===== src/rtl/sw_if_pkg.sv =====
// Shared register map and STATUS field layout for the switch-port MMIO block.
package sw_if_pkg;

  // Word offsets on the software bus
  localparam int unsigned REG_CTRL      = 0;
  localparam int unsigned REG_STATUS    = 1;
  localparam int unsigned REG_PORT_BASE = 2;

  // CTRL value that puts the switch into experiment mode
  localparam int unsigned CTRL_EXPERIMENT = 2;

  // STATUS bit-field offsets: not_empty flags and sticky overflow flags
  localparam int unsigned STATUS_NE_LSB  = 0;
  localparam int unsigned STATUS_OVF_LSB = 8;

endpackage


===== src/rtl/meta_fifo.sv =====
// Synchronous metadata FIFO. Storage is not reset; only pointers and count are.
// A pop on an empty FIFO is ignored, and a push on a full FIFO only lands when
// a pop happens in the same cycle.
module meta_fifo #(
  parameter int unsigned DataW = 32,
  parameter int unsigned Depth = 8,
  localparam int unsigned PtrW = $clog2(Depth),
  localparam int unsigned CntW = $clog2(Depth) + 1
) (
  input  logic             clk,
  input  logic             reset_n,
  input  logic             push,
  input  logic             pop,
  input  logic [DataW-1:0] wdata,
  output logic [DataW-1:0] rdata,
  output logic             full,
  output logic             empty,
  output logic [CntW-1:0]  count
);

  logic [DataW-1:0] mem_q [Depth];
  logic [PtrW-1:0]  wr_ptr_q, rd_ptr_q;
  logic [CntW-1:0]  count_q;
  logic             do_push, do_pop;

  assign empty   = (count_q == '0);
  assign full    = (count_q == CntW'(Depth));
  assign count   = count_q;
  assign rdata   = mem_q[rd_ptr_q];
  assign do_pop  = pop & ~empty;
  assign do_push = push & (~full | do_pop);

  // Storage write; contents need no reset since count gates every read
  always_ff @(posedge clk) begin
    if (do_push) mem_q[wr_ptr_q] <= wdata;
  end

  // Pointer and occupancy bookkeeping
  always_ff @(posedge clk or negedge reset_n) begin
    if (!reset_n) begin
      wr_ptr_q <= '0;
      rd_ptr_q <= '0;
      count_q  <= '0;
    end else begin
      if (do_push) wr_ptr_q <= wr_ptr_q + 1'b1;
      if (do_pop)  rd_ptr_q <= rd_ptr_q + 1'b1;
      if (do_push && !do_pop)      count_q <= count_q + CntW'(1);
      else if (do_pop && !do_push) count_q <= count_q - CntW'(1);
    end
  end

endmodule


===== src/rtl/mmio_port_interface.sv =====
// Software MMIO window onto the switch ports: CTRL/STATUS registers, per-port
// egress metadata FIFOs popped by reads, and a one-shot ingress write path.
module mmio_port_interface
  import sw_if_pkg::*;
#(
  parameter int unsigned NUM_PORTS  = 4,
  parameter int unsigned DATA_W     = 32,
  parameter int unsigned FIFO_DEPTH = 8,
  parameter int unsigned ADDR_W     = 4
) (
  input  logic                             clk,
  input  logic                             reset_n,
  input  logic                             chipselect,
  input  logic                             write,
  input  logic                             read,
  input  logic [ADDR_W-1:0]                address,
  input  logic [DATA_W-1:0]                writedata,
  output logic [DATA_W-1:0]                readdata,
  input  logic [NUM_PORTS-1:0]             interface_in_valid,
  input  logic [NUM_PORTS-1:0][DATA_W-1:0] interface_in,
  output logic [NUM_PORTS-1:0]             interface_out_en,
  output logic [DATA_W-1:0]                interface_out,
  output logic                             experimenting
);

  localparam int unsigned CntW = $clog2(FIFO_DEPTH) + 1;

  logic                             bus_wr, bus_rd, ctrl_sel, status_sel;
  logic [NUM_PORTS-1:0]             port_sel;
  logic [NUM_PORTS-1:0]             fifo_pop, fifo_full, fifo_empty, not_empty;
  logic [NUM_PORTS-1:0][DATA_W-1:0] fifo_rdata;
  logic [NUM_PORTS-1:0][CntW-1:0]   fifo_count;
  logic [NUM_PORTS-1:0]             ovf_set, ovf_clr, overflow_d, overflow_q;
  logic [DATA_W-1:0]                status_word, rd_word;
  logic [DATA_W-1:0]                ctrl_q, readdata_q, out_q;
  logic [NUM_PORTS-1:0]             out_en_q;

  assign bus_wr     = chipselect & write;
  assign bus_rd     = chipselect & read;
  assign ctrl_sel   = (address == ADDR_W'(REG_CTRL));
  assign status_sel = (address == ADDR_W'(REG_STATUS));

  assign readdata         = readdata_q;
  assign interface_out    = out_q;
  assign interface_out_en = out_en_q;
  assign experimenting    = (ctrl_q == DATA_W'(CTRL_EXPERIMENT));

  // Port address decode, FIFO pops and overflow set/clear
  always_comb begin
    port_sel = '0;
    ovf_clr  = '0;
    for (int i = 0; i < NUM_PORTS; i++) begin
      port_sel[i]  = (address == ADDR_W'(REG_PORT_BASE + i));
      not_empty[i] = (fifo_count[i] != '0);
    end
    fifo_pop = bus_rd ? port_sel : '0;
    // A push is dropped only when full and no pop frees a slot this cycle
    ovf_set = interface_in_valid & fifo_full & ~fifo_pop;
    if (bus_wr && status_sel) ovf_clr = writedata[STATUS_OVF_LSB +: NUM_PORTS];
    // New overflow beats a same-cycle clear
    overflow_d = (overflow_q & ~ovf_clr) | ovf_set;
  end

  // Read data mux; empty ports and unmapped addresses read as zero
  always_comb begin
    status_word = '0;
    status_word[STATUS_NE_LSB +: NUM_PORTS]  = not_empty;
    status_word[STATUS_OVF_LSB +: NUM_PORTS] = overflow_q;
    rd_word = '0;
    if (ctrl_sel)   rd_word = ctrl_q;
    if (status_sel) rd_word = status_word;
    for (int i = 0; i < NUM_PORTS; i++) begin
      if (port_sel[i] && !fifo_empty[i]) rd_word = fifo_rdata[i];
    end
  end

  // Register file, read data, overflow flags and ingress pulse
  always_ff @(posedge clk or negedge reset_n) begin
    if (!reset_n) begin
      ctrl_q     <= '0;
      readdata_q <= '0;
      out_q      <= '0;
      out_en_q   <= '0;
      overflow_q <= '0;
    end else begin
      overflow_q <= overflow_d;
      out_en_q   <= bus_wr ? port_sel : '0;
      if (bus_wr && ctrl_sel)   ctrl_q <= writedata;
      if (bus_wr && |port_sel)  out_q  <= writedata;
      if (bus_rd)               readdata_q <= rd_word;
    end
  end

  for (genvar g = 0; g < NUM_PORTS; g++) begin : g_port_fifo
    meta_fifo #(
      .DataW (DATA_W),
      .Depth (FIFO_DEPTH)
    ) u_meta_fifo (
      .clk     (clk),
      .reset_n (reset_n),
      .push    (interface_in_valid[g]),
      .pop     (fifo_pop[g]),
      .wdata   (interface_in[g]),
      .rdata   (fifo_rdata[g]),
      .full    (fifo_full[g]),
      .empty   (fifo_empty[g]),
      .count   (fifo_count[g])
    );
  end

endmodule

===== config.mk =====
export PLATFORM = sky130hd
export DESIGN_NAME = mmio_port_interface
export DESIGN_NICKNAME = d
export VERILOG_FILES = /design/src/rtl/sw_if_pkg.sv /design/src/rtl/meta_fifo.sv /design/src/rtl/mmio_port_interface.sv
export SDC_FILE = /design/constraint.sdc
export NUM_CORES = 1
export LEC_CHECK = 0
export CORE_ASPECT_RATIO = 1.2
export CORE_MARGIN = 3
export CORE_UTILIZATION = 45
export CTS_CLUSTER_SIZE = 16
export DETAILED_ROUTE_END_ITERATION = 7
export SETUP_SLACK_MARGIN = 0.2
export SYNTH_ARGS = -nofsm -noshare
export SYNTH_HDL_FRONTEND = slang
export SYNTH_SLANG_ARGS = --single-unit

===== constraint.sdc =====
create_clock -name clk -period 5.5 [get_ports clk]
set_input_delay 0.825 -clock clk [delete_from_list [all_inputs] [get_ports clk]]
set_output_delay 0.825 -clock clk [all_outputs]
set_load 0.005 [all_outputs]

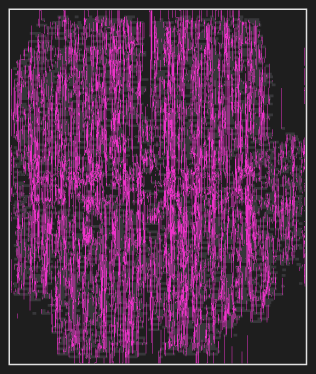
Fig. 1. Metal 2.
Drawn at 1 px/um.
The layer holds 50% of the routed length. The longest straight run is 140 um. The layer carries 57.4 mm of wire. The wires run mostly vertical.
vias: 22700
Post-Route WL: 114000 um
met2 GRT Util: 0.366

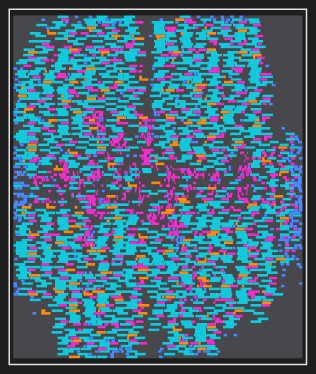
Fig. 2. Cells coloured by class.
Drawn at 1 px/um. Fill, decap, tap and diode cells in grey.
Key: clock drivers and dummy loads = orange [cells 213, share of their area 7.1%]; remaining logic cells = magenta [cells 903, share of their area 21%]; registers = cyan [cells 1168, share of their area 66%]; remaining buffers and delay cells = blue [cells 322, share of their area 5.9%]
sequential fraction of total cell area: 0.644
core area: 0.0992 sq mm
Layout Utilization: 0.539
row count: 126

==> reports/results.ini <==
[yosys]
synth_area_sq_mm=0.0453
yosys.area.top_type=edfxtp_1
syn_avg_cell_area_sq_um=20.7
yosys_cells=2191
fp_nets=2388
ys_sh_simple=0.0238
edf_count=1024
synthMuxAreaShare=0.162
ys_types=54
common_cells=1024 x edfxtp_1, 244 x mux4_2, 144 x dfrtp_1, 93 x nor2_1, 89 x mux2_2

[final_timing]
timing.hold.ws_ns=0.492
final-max-slew-violation-count=1

[finish]
finalNonFillerCells=3890
clkCellAreaFrac=0.0687
ff_latch_area_sq_mm=0.0344

[placement]
post-place-ws_ns=1.03

[cts]
cts_tree=built
cts_setup_buffers=0
clock_path_buffers=3

[hold_path]
worstHoldPathType=reg2reg

[grt]
grt_pass1_vias=23800
grt_start_max_net_pins=130
overflow=0
track_usage=0.219

[pwr]
p_total_mw=25.2

[run]
maxCapViolCount=1

[worst_setup_path]
crit_start=g_port_fifo[0].u_meta_fifo.rd_ptr_q[0]$_DFFE_PN0P_
reg2regPathDepth=6
cp.depth=6
crit_end=readdata[19]$_DFFE_PN0N_

[die]
fp_util=0.457

[detailed_routing]
met2_length_um=57400

[status]
violations=max-capacitance violations, max-slew violations
status=complete, but fails checks

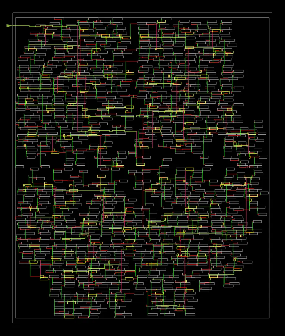
Fig. 3. Clock wiring as the flow saved it.
clock latency on the worst-skew pair: 0.69 ns
clock sink count: 1168

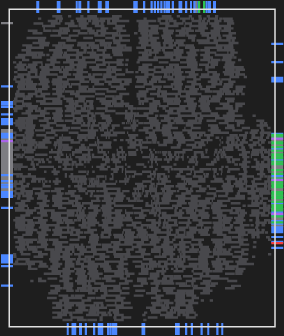
Fig. 4. I/O pins on the die edge.
Pins as bars across the die edge, other pins in grey.
Key: `reset_n` = red [pins 1, direction input, edge east]; `interface_in` = blue [pins 128, direction input, edge 38 north, 34 west, 31 south, 25 east]; `interface_out` = green [pins 32, direction output, edge 30 east, 2 north]; `interface_in_valid` = purple [pins 4, direction input, edge 3 east, 1 west]
All pins by edge: 92 east, 78 west, 41 north, 31 south.
Die X: 296 um
number of buffers added on ports: 241
die height: 354 um

